==> config.mk <==
export PLATFORM = sky130hd
export DESIGN_NAME = fetch_unit_flat
export DESIGN_NICKNAME = d
export VERILOG_FILES = /design/src/rtl/fetch_unit_if.sv /design/src/rtl/fetch_unit.sv /design/src/flat_wrapper.sv
export SDC_FILE = /design/constraint.sdc
export NUM_CORES = 1
export LEC_CHECK = 0
export CAP_MARGIN = 15
export CORE_MARGIN = 5
export CORE_UTILIZATION = 31
export CTS_CLUSTER_SIZE = 28
export DETAILED_ROUTE_END_ITERATION = 10
export HOLD_SLACK_MARGIN = 0.08
export PLACE_DENSITY = 0.55
export SLEW_MARGIN = 20
export SYNTH_ARGS = -nofsm -noshare
export SYNTH_HDL_FRONTEND = slang
export SYNTH_SLANG_ARGS = --single-unit
==> constraint.sdc <==
create_clock -name clk -period 8.4 [get_ports clk]
set_input_delay 2.1 -clock clk [delete_from_list [all_inputs] [get_ports clk]]
set_output_delay 2.1 -clock clk [all_outputs]
set_load 0.01 [all_outputs]
==> src/rtl/fetch_unit_if.sv <==
// Instruction-memory request/response channel between the fetch unit and imem.
interface fetch_unit_if;
  logic        imem_req_valid;
  logic        imem_req_ready;
  logic [31:0] imem_req_addr;
  logic        imem_res_valid;
  logic [31:0] imem_res_data;

  modport master (output imem_req_valid, output imem_req_addr, input imem_req_ready,
                  input imem_res_valid, input imem_res_data);
  modport slave  (input imem_req_valid, input imem_req_addr, output imem_req_ready,
                  output imem_res_valid, output imem_res_data);
endinterface

==> src/rtl/fetch_unit.sv <==
// Fetch stage: PC sequencing, in-order imem requests, instruction buffer, redirect/drop handling.
// Optional same-cycle response-to-decode bypass enabled by defining FETCH_BYPASS_EN.
module fetch_unit #(
  parameter logic [31:0] RESET_PC   = 32'h0000_0200,
  parameter int          FIFO_DEPTH = 2
) (
  input  logic          clk,
  input  logic          reset,
  fetch_unit_if.master  imem,
  input  logic          redirect_valid,
  input  logic [31:0]   redirect_pc,
  input  logic          stall,
  output logic          dec_valid,
  output logic [31:0]   dec_inst,
  output logic [31:0]   dec_pc
);
  localparam int PW = (FIFO_DEPTH > 1) ? $clog2(FIFO_DEPTH) : 1;
  localparam int CW = $clog2(FIFO_DEPTH + 1);
  localparam logic [PW-1:0] LAST = PW'(FIFO_DEPTH - 1);

  logic [31:0]                  r_pc;
  logic [31:0]                  r_rsp_pc;
  logic [CW-1:0]                r_outst;
  logic [CW-1:0]                r_drop;
  logic [CW-1:0]                r_count;
  logic [PW-1:0]                r_wptr, r_rptr;
  logic [FIFO_DEPTH-1:0][31:0]  r_inst;
  logic [FIFO_DEPTH-1:0][31:0]  r_ipc;

  logic [CW:0]   w_inflight;
  logic          w_req_valid, w_accept, w_res_ok, w_take, w_bypass, w_push, w_pop;
  logic [CW-1:0] w_outst_after_res;
  logic          w_unused;

  assign w_unused   = ^redirect_pc[1:0];
  assign w_inflight = {1'b0, r_outst} + {1'b0, r_count};

  // Dropped responses still occupy a slot until they return, so they throttle requests too.
  assign w_req_valid = reset && !redirect_valid && (w_inflight < (CW+1)'(FIFO_DEPTH));
  assign w_accept    = w_req_valid && imem.imem_req_ready;
  assign w_res_ok    = imem.imem_res_valid && (r_outst != '0);
  assign w_take      = w_res_ok && (r_drop == '0) && !redirect_valid;
`ifdef FETCH_BYPASS_EN
  assign w_bypass    = reset && w_take && (r_count == '0) && !stall;
`else
  assign w_bypass    = 1'b0;
`endif
  assign w_push      = w_take && !w_bypass;
  assign w_pop       = (r_count != '0) && !stall && !redirect_valid;
  assign w_outst_after_res = r_outst - CW'(w_res_ok);

  assign imem.imem_req_valid = w_req_valid;
  assign imem.imem_req_addr  = r_pc;

  assign dec_valid = reset && ((r_count != '0) || w_bypass);
  assign dec_inst  = !reset ? '0 : (w_bypass ? imem.imem_res_data : r_inst[r_rptr]);
  assign dec_pc    = !reset ? '0 : (w_bypass ? r_rsp_pc           : r_ipc[r_rptr]);

  always_ff @(posedge clk) begin
    if (!reset) begin
      r_pc     <= RESET_PC;
      r_rsp_pc <= RESET_PC;
      r_outst  <= '0;
      r_drop   <= '0;
      r_count  <= '0;
      r_wptr   <= '0;
      r_rptr   <= '0;
      r_inst   <= '0;
      r_ipc    <= '0;
    end else begin
      r_outst <= w_outst_after_res + CW'(w_accept);
      if (redirect_valid) begin
        // Everything still in flight belongs to the old path; reload, never accumulate.
        r_pc     <= {redirect_pc[31:2], 2'b00};
        r_rsp_pc <= {redirect_pc[31:2], 2'b00};
        r_drop   <= w_outst_after_res;
        r_count  <= '0;
        r_wptr   <= '0;
        r_rptr   <= '0;
      end else begin
        if (w_accept)                 r_pc     <= r_pc + 32'd4;
        if (w_res_ok && r_drop != '0) r_drop   <= r_drop - CW'(1);
        if (w_take)                   r_rsp_pc <= r_rsp_pc + 32'd4;
        if (w_push) begin
          r_inst[r_wptr] <= imem.imem_res_data;
          r_ipc[r_wptr]  <= r_rsp_pc;
          r_wptr         <= (r_wptr == LAST) ? '0 : r_wptr + PW'(1);
        end
        if (w_pop) r_rptr <= (r_rptr == LAST) ? '0 : r_rptr + PW'(1);
        r_count <= r_count + CW'(w_push) - CW'(w_pop);
      end
    end
  end
endmodule
==> src/flat_wrapper.sv <==
// flat-port wrapper written by rule: the top's interface ports become plain ports
module fetch_unit_flat 
#(
  parameter logic [31:0] RESET_PC   = 32'h0000_0200,
  parameter int          FIFO_DEPTH = 2
)
  (clk, reset, redirect_valid, redirect_pc, stall, dec_valid, dec_inst, dec_pc, imem_imem_req_valid, imem_imem_req_addr, imem_imem_req_ready, imem_imem_res_valid, imem_imem_res_data);
  fetch_unit_if imem_i ();
  input  logic clk;
  input  logic reset;
  input  logic redirect_valid;
  input  logic [31:0] redirect_pc;
  input  logic stall;
  output logic dec_valid;
  output logic [31:0] dec_inst;
  output logic [31:0] dec_pc;
  output wire logic [$bits(imem_i.imem_req_valid)-1:0] imem_imem_req_valid;
  output wire logic [$bits(imem_i.imem_req_addr)-1:0] imem_imem_req_addr;
  input wire logic [$bits(imem_i.imem_req_ready)-1:0] imem_imem_req_ready;
  input wire logic [$bits(imem_i.imem_res_valid)-1:0] imem_imem_res_valid;
  input wire logic [$bits(imem_i.imem_res_data)-1:0] imem_imem_res_data;
  assign imem_imem_req_valid = imem_i.imem_req_valid;
  assign imem_imem_req_addr = imem_i.imem_req_addr;
  assign imem_i.imem_req_ready = imem_imem_req_ready;
  assign imem_i.imem_res_valid = imem_imem_res_valid;
  assign imem_i.imem_res_data = imem_imem_res_data;
  fetch_unit #(.RESET_PC(RESET_PC), .FIFO_DEPTH(FIFO_DEPTH)) u_core (.clk(clk), .reset(reset), .imem(imem_i), .redirect_valid(redirect_valid), .redirect_pc(redirect_pc), .stall(stall), .dec_valid(dec_valid), .dec_inst(dec_inst), .dec_pc(dec_pc));
endmodule
Fig. 1: run 1, PDN straps and rails
Scale bar: 50 um. Pins as bars on the die edge. Tap cells in grey.
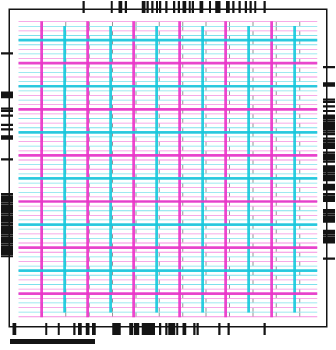
magenta -> VSS
cyan -> VDD
met4 straps = 12
rows = 64
signal pins = 168
tap cells = 396
met5 straps = 12
largest vdd supply drop: 96.3 uV
Die Ht: 186 um
core area: 30,700 sq um
die width: 186 um

Fig. 2: run 1, placed cells, one colour a class
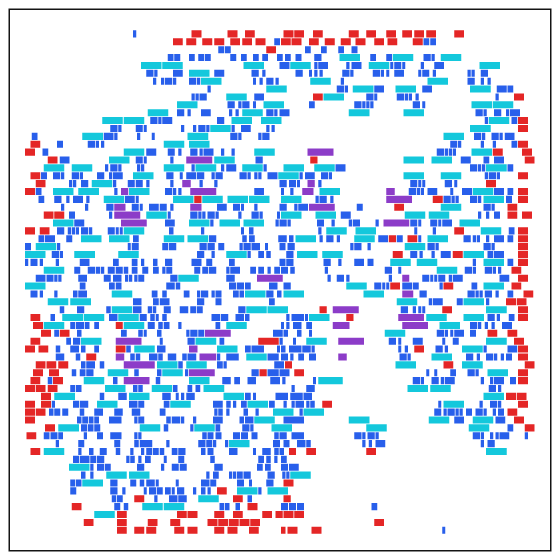
blue -> combinational and other logic  # cells 915
cyan -> flops  # cells 192
red -> other buffers and delay cells  # cells 172
purple -> clock drivers and dummy loads  # cells 32
Layout Utilization: 0.395
flop share of the area: 0.318
Rows: 64

Fig. 3: run 1, routed clock nets over the placement
Scale bar: 50 um.
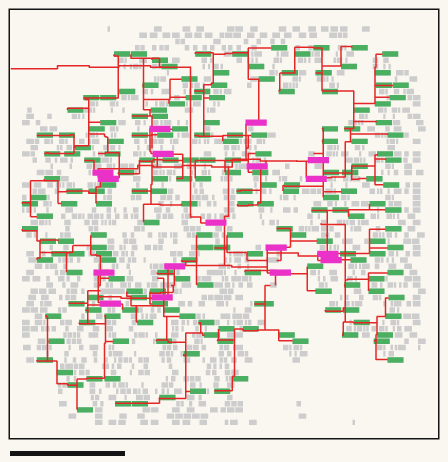
magenta -> clock drivers  # count 17
red -> clock wires  # length 2,540 um
green -> flip-flops  # count 192
routed clock nets = 18
clk_skew: 0.0217 ns
worst skew pair latency: 0.44 ns
clock share of power: 0.383
P_clk: 0.826 mW

==> changes_impl.md, run 1 <==
### Changed

- Status: complete, no violations
- Overall routing resource usage: 0.161
- Async set-reset flop share out of synthesis: 0
- TNS Setup: 0 ns
- Largest fanout on the critical path: 92
- Fp util: 0.315
- Dpl cell area: 11,500 sq um
- Worst Path Arrival: 3.96 ns
- Syn. warnings: 0
- Largest combinational cell category by area: simple AND/OR/NAND/NOR gates
- CP Capture Type: output port
- Vias: 8,733
- Synth unique cells: 56
- CP Cell Sequence: buf_4 > nand2b_1 > nor3_1 > clkdlybuf4s50_1
- I/O pins: 168
- Port buffer count: 161
- Post-Syn Area per Cell: 8.07 sq um
- RSZ-0062 raised after global routing: false
- Fin nets: 1,376
- Cells after Synth: 1,195
- CTS tree: done
- CP delay by family, top: buffers and inverters
- Final setup viols: 0
- XOR Share, Synth: 0.0182
- Starting DRT DRC Count: 536
- H-tree depth: 4
- Type of origin of the critical path: primary input
- Fillers: 3,180
- Simple share: 0.276
- DRT Wirelength: 28.9 mm
- Final Hold Viols: 0
- Fin crit period: 6.06 ns
- Die ar.: 34,800 sq um
- Most frequent cells in the layout: 290 x nand2_1, 191 x dfxtp_1, 159 x clkdlybuf4s50_1
- Max incr delay on CP: 0.59 ns
-- run 1: synth_stat cells (2+ instances only) --
cell	number	area, sq um
inv_1	16	60.1
a21o_1	3	22.5
buf_2	2	10.0
nor3_1	25	125
a211oi_1	16	120
o31ai_1	12	90.1
a21oi_1	19	95.1
nand3_1	24	120
clkbuf_1	79	297
or3_1	3	18.8
a21boi_0	125	938
nor4_1	19	119
o211ai_1	3	22.5
buf_1	4	15.0
or2_2	2	12.5
and2_1	4	25.0
xnor2_1	14	123
ha_1	7	87.6
buf_4	4	30.0
nand4_1	21	131
xor2_1	6	52.6
nand2_1	290	1090
and4_1	15	131
nand2b_1	7	43.8
o21ai_0	31	155
and3_1	12	75.1
or4_1	16	120
o21a_1	7	52.6
dfxtp_1	192	3840
a31oi_1	15	93.8
mux2i_1	62	621
o311ai_0	2	17.5
o311a_1	7	70.1
nor2b_1	72	450
nor2_1	30	113
a32oi_1	4	35.0
nor3b_1	4	30.0
a311oi_1	3	26.3
-- run 1: per-stage QoR --
step           setup slack [ns]  utilization  std cells  hold slack (ns)
2_1_floorplan              3.24            -       1198            0.443
3_3_place_gp               2.23        0.375       1675            0.450
5_1_grt                    2.09        0.395       1707            0.484
6_report                   2.34        0.395       1707            0.462
3_5_place_dp               2.25        0.375       1675            0.456
4_1_cts                    2.25        0.395       1707            0.468
-- run 1: state kept, by name, summed over array words and instances (netlist names) --
| name | count |
|---|---|
| u_core.r_wptr | 1 |
| u_core.r_rsp_pc | 30 |
| u_core.imem.imem_req_addr | 30 |
| u_core.r_outst | 2 |
| u_core.r_rptr | 1 |
| u_core.r_inst | 64 |
| u_core.r_ipc | 60 |
| u_core.r_count | 2 |
| u_core.r_drop | 2 |
-- run 1: metal layers --
metal / part of all wire / up-vias / GRT usage
met2: 0.48 / 221 / 0.274
met4: 0.019 / 0 / 0.0409
met3: 0.047 / 23 / 0.0359
li1: - / 4371 / -
met5: 0 / - / 0
met1: 0.46 / 4118 / 0.208
-- run 1: path summary, 6_finish.rpt --
path,depth (start not counted),slack [ns],to
min,2,0.46,u_core.r_ipc[13]$_SDFFE_PN0P_
min reg2reg,2,0.46,u_core.r_ipc[13]$_SDFFE_PN0P_
max,4,2.34,imem_imem_req_valid
max reg2reg,7,5.24,u_core.imem.imem_req_addr[23]$_SDFFE_PN0P_
-- run 1: final cells by class --
class	count	area, sq um	share of cell area
clock buffers	17	425	0.0351
clock inverters	15	174	0.0144
inverters	17	63.8	0.00527
multi-input cells	898	5410	0.446
flip-flops and latches	192	3850	0.318
well taps	396	495	0.0409
repair buffers	172	1700	0.140
-- run 1: tightest hold or removal path: cells and delay by family, from the launching register on --
| family | cells | cell delay (ns) |
|---|---|---|
| compound gates | 1 | 0.06 |
| flops | 1 | 0.31 |
| simple gates | 1 | 0.05 |
-- run 1: power by group --
part	internal, mW	switching [mW]
Clock	0.426	0.400
Sequential	0.953	0.0543
Combinational	0.144	0.176
Total	1.52	0.631
-- run 1: logic make-up (layout without fill, tap and decap cells) --
logic type	count (synthesis)	after routing
flops	192	192
buf+inv	108	221
compound gates	254	254
other cells	1	4
mux	62	62
xor+xnor	20	20
fa+ha+maj	8	8
simple gates	550	550
## Run 2: what changed since run 1
- clock period: 8.4 -> 6.35 ns (I/O delays scaled with it)
Fig. 4: run 2, routed metal, one colour a layer
Scale bar: 50 um. Only two layers are drawn.
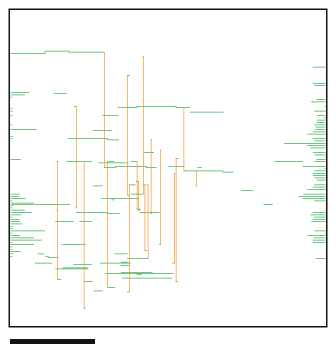
green -> metal 3  # wire length 1,290 um
orange -> metal 4  # wire length 971 um
overall routing resource usage: 0.163
DRT Wirelength: 29.0 mm
Vias: 8,632
WL per Instance: 17.0 um

==> run 2 against run 1 <==
Design area is essentially flat. Combinational power increased by 32%. Largest cell class unchanged. Die size unchanged. Total power increased by 34%. Largest power group unchanged. Worst setup slack worse by 0.67 ns. Global-route usage up 0.19 points. Utilization is essentially flat. Clock skew decreased by 0.0090 ns. Sequential power rose by 32%. Critical path type unchanged.
==> changes_impl.md, run 2 <==
### Changed

- Status: complete, no violations
- Commonest Layout Cell: nand2_1
- Vias in the first global route: 8,475
- Routed vias/inst: 5.05
- Critical Path RT: 4.76 ns
- RR Endpoint: u_core.imem.imem_req_addr[29]$_SDFFE_PN0P_
- Cts hold-fix bufs: 0
- Die width: 186 um
- H-tree depth: 4
- Type of origin of the critical path: primary input
- Tool warnings: 30
- Cells after Synth: 1,195
- Area leader, netlist: dfxtp_1
- Fin crit period: 4.68 ns
- Worst Path Arrival: 3.09 ns
- Starting DRT DRC Count: 522
- Initial antenna violation count: 0
- Crit Path Category: in -> out
- TNS Setup: 0 ns
- Max incr delay on CP: 0.61 ns
- PD cells: 238 nW/um^2
- Top area cell types: dfxtp_1 40%, nand2_1 11%, a21boi_0 9.7%, mux2i_1 6.4%, nor2b_1 4.7%
- Clk buf depth: 2
- Simple share: 0.276
- Final worst path period share: 0.737
- Fp util: 0.315
- EDFF count, synth: 0
- XOR Share, Synth: 0.0182
- Synth unique cells: 56
- Final Hold Viols: 0
- CP Cell Sequence: buf_4 > buf_12 > nor2b_1 > clkdlybuf4s50_1
- Largest fanout on the critical path: 149
- Top-count cell post-synth: nand2_1
- Port buffer count: 161
- Top flop regs: u_core.r_inst x64, u_core.r_ipc x60
- Syn. warnings: 0
- Layout Utilization: 0.395
- Final HPWL DP: 19.6 mm
- Synth top cells by count: 290 x nand2_1, 192 x dfxtp_1, 125 x a21boi_0
- Largest combinational cell category by area: simple AND/OR/NAND/NOR gates
- Post-synth area from yosys stat: 9650 sq um
- Largest vdd supply drop: 163 uV
- Synth Seq Share: 0.398
- RSZ-0062 raised after global routing: false
- R2R Path Start: u_core.r_outst[0]$_SDFF_PN0_
- CP Launch Point: reset
- Mux cell area share: 0.0643
- Reg-to-reg slack, setup: 3.10 ns
- Largest net degree at the start of global routing: 150
- Worst hold margin: 0.464 ns
- Worst slew margin: 0.282
- CP delay by family, top: buffers and inverters
- Compound Share, Synth: 0.187
- Worst skew pair latency: 0.44 ns
- Async set-reset flop share out of synthesis: 0
- Primary FF master, synth: dfxtp_1
- First-pass iteration count of the detailed router: 5
- CP Capture Type: output port
- Setup Buffers After CTS: 0
- Top-area cell share: 0.398
- Final setup viols: 0
- Slowest CP cell: clkdlybuf4s50_1
- R2R depth: 7
- Setup slack at placement: 1.66 ns
- CP Depth: 4
- Clk_skew: 0.0128 ns
- Fin nets: 1,377
- Synthesis-to-layout area growth: 25.6%
- Final worst slack: 1.67 ns
- Die Ht: 186 um
- Rows: 64
- Max FFs per register: 64
- CTS tree: done
- CP endpoint: dec_pc[26]
- Critical path buffers and inverters: 3
- Most frequent cells in the layout: 290 x nand2_1, 191 x dfxtp_1, 159 x clkdlybuf4s50_1
- Fmax: 0.214 GHz
- Top reg by flops: u_core.r_inst
- Post-Syn Area per Cell: 8.07 sq um
- Core area: 30,700 sq um
- Die ar.: 34,800 sq um
- I/O pins: 168
Fig. 5: run 2, the clock network
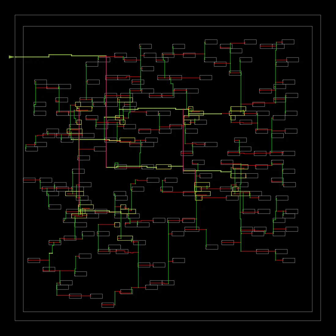
seq_cells: 192
final-layout clock buffer total: 18
cts bufs inserted: 17
P_clk: 1.13 mW
clock sink count: 192

[run 2: worst reg2reg max path, delay by kind of cell, from the launching register on]
kind / cells / cell delay (ns)
simple gates: 4 / 1.94
fa+ha+maj: 1 / 0.47
flops: 1 / 0.40
compound gates: 1 / 0.27
buf+inv: 1 / 0.09
[run 2: layout make-up]
class / count / area, sq um
fillers: 3152 / 18500
multi-input cells: 898 / 5400
flip-flops and latches: 192 / 3850
repair buffers: 173 / 1710
well taps: 396 / 495
clock buffers: 18 / 439
clock inverters: 14 / 168
inverters: 17 / 63.8
[run 2: logic make-up after synthesis]
family	after synthesis
AOI/OAI and AO/OA	254
xor gates and xnor gates	20
adders and majority gates	8
buffers and inverters	108
DFF	192
muxes	62
other	1
and+or+nand+nor	550
[run 2: worst min path at each step]
stage	start	end	slack (ns)	depth (start not counted)
4_1_cts	u_core.r_inst[53]$_SDFFE_PN0P_	u_core.r_inst[53]$_SDFFE_PN0P_	0.47	2
2_1_floorplan	u_core.r_inst[3]$_SDFFE_PN0P_	u_core.r_inst[3]$_SDFFE_PN0P_	0.44	2
6_report	u_core.r_ipc[15]$_SDFFE_PN0P_	u_core.r_ipc[15]$_SDFFE_PN0P_	0.46	2
3_3_place_gp	u_core.r_inst[38]$_SDFFE_PN0P_	u_core.r_inst[38]$_SDFFE_PN0P_	0.45	2
5_1_grt	u_core.r_ipc[9]$_SDFFE_PN0P_	u_core.r_ipc[9]$_SDFFE_PN0P_	0.49	2
3_5_place_dp	u_core.r_inst[53]$_SDFFE_PN0P_	u_core.r_inst[53]$_SDFFE_PN0P_	0.46	2
[run 2: metrics by stage]
stage,cell area (sq um),std cells
2_1_floorplan,9660,1198
3_3_place_gp,11500,1676
3_5_place_dp,11500,1676
4_1_cts,12100,1708
5_1_grt,12100,1708
6_report,12100,1708
[run 2: report_power, final]
part | switching (mW) | internal [mW]
logic | 0.232 | 0.191
registers | 0.0719 | 1.26
clock network | 0.520 | 0.606
total | 0.823 | 2.06
[run 2: per-layer routing]
layer  vias up  GRT usage  routed length (um)
met2       213      0.260               13100
met4         0     0.0630                 971
met1      4018      0.219               13600
met3        40     0.0316                1290
li1       4361          -                   -
met5         -          0                   0
## Run 3: what changed since run 2
- clock period: 6.35 -> 4.5 ns (I/O delays scaled with it)
==> run 3 against run 2 <==
Synthesized cell count is the same. Highest routed layer unchanged. Register-to-register slack lost 1.6 ns. Sequential power increased by 41%.
==> changes_impl.md, run 3 <==
### Changed

- TNS Setup: 0 ns
- Fp util: 0.315
- Clk buf depth: 2
- Setup slack at placement: 0.621 ns
- Routed vias/inst: 5.05
- Largest vdd supply drop: 228 uV
- Cts hold-fix bufs: 0
- Fmax: 0.263 GHz
- EDFF count, synth: 0
- Cts bufs inserted: 17
- Core area: 30,700 sq um
- Critical Path RT: 3.38 ns
- CP Capture Type: output port
- Inst Count DP: 1,682
- Status: complete, no violations
- Top-area cell share: 0.398
- DRT Wirelength: 29.2 mm
- Commonest Layout Cell: nand2_1
- PD cells: 326 nW/um^2
- Fillers: 3,158
- Top flop regs: u_core.r_inst x64, u_core.r_ipc x60
- Type of origin of the critical path: primary input
- Top reg by flops: u_core.r_inst
- Die width: 186 um
- Worst Path Arrival: 2.68 ns
- Synth unique cells: 56
- Die Ht: 186 um
- I/O pins: 168
- Largest fanout on the critical path: 46
- First-pass iteration count of the detailed router: 5
- Fin nets: 1,383
- Fin crit period: 3.81 ns
- Area leader, netlist: dfxtp_1
- Syn. warnings: 0
- Clock sink count: 192
- Primary FF master, synth: dfxtp_1
- Setup Buffers After CTS: 0
- Top-count cell post-synth: nand2_1
==> run 3: cell counts after synthesis <==
Identical to the previous run, type by type.
==> run 3: metal layers <==
metal | share of wire | up-vias | GRT usage
met5 | 0 | - | 0
met4 | 0.020 | 0 | 0.0418
met3 | 0.041 | 26 | 0.0325
met2 | 0.47 | 204 | 0.273
met1 | 0.47 | 4062 | 0.216
li1 | - | 4374 | -
==> run 3: power by group <==
group          total (mW)  switching, mW  internal, mW
sequential           1.88          0.102          1.78
combinational       0.615          0.335         0.280
clock                1.48          0.731         0.744
==> run 3: logic make-up (layout without fill, tap and decap cells) <==
group	Yosys count	in the layout	synth area share
DFF	192	192	0.398
and+or+nand+nor	550	550	0.276
xor gates and xnor gates	20	20	0.0182
other	1	5	0.000389
buffers and inverters	108	228	0.0447
muxes	62	62	0.0643
AOI/OAI and AO/OA	254	254	0.187
adders and majority gates	8	8	0.0112
==> run 3: area by class of cell <==
type                       instances  area [sq um]  area share
timing repair buffer             179          1830       0.150
sequential                       192          3850       0.315
tap                              396           495      0.0406
clock buffer                      18           439      0.0360
antenna                            1          2.50    0.000205
inverter                          17          63.8     0.00523
clock inverter                    14           123      0.0101
multi-input combinational        898          5400       0.443
==> run 3: critical path, stage by stage <==
cell and delay, ns:
buf_4 0.36, nand2b_1 0.32, nor3_1 0.28, clkdlybuf4s50_1 0.59
==> run 3: worst paths after layout <==
| check | start | cells after the start | endpoint | slack [ns] |
|---|---|---|---|---|
| worst max-delay path | reset | 4 | imem_imem_req_valid | 0.69 |
| worst min-delay path | u_core.r_inst[44]$_SDFFE_PN0P_ | 2 | u_core.r_inst[44]$_SDFFE_PN0P_ | 0.46 |
| worst max register to register | u_core.r_outst[0]$_SDFF_PN0_ | 7 | u_core.imem.imem_req_addr[21]$_SDFFE_PN0P_ | 1.50 |
| worst min register to register | u_core.r_inst[44]$_SDFFE_PN0P_ | 2 | u_core.r_inst[44]$_SDFFE_PN0P_ | 0.46 |
Fig. 6: run 3, the clock network
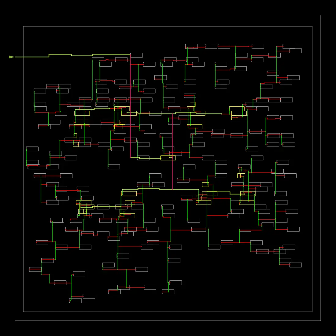
worst skew pair latency: 0.43 ns
clk_skew: 0.0142 ns

Fig. 7: run 3, placed cells, one colour a class
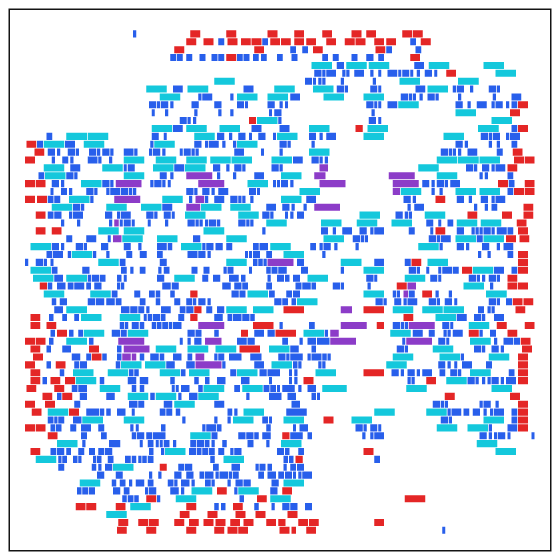
red -> other buffers and delay cells  # cells 179
purple -> clock drivers and dummy loads  # cells 32
cyan -> flops  # cells 192
blue -> combinational and other logic  # cells 915
Layout Utilization: 0.398
flop share of the area: 0.315
final instance area: 12,200 sq um

Power is estimated from default activity; no workload was simulated.
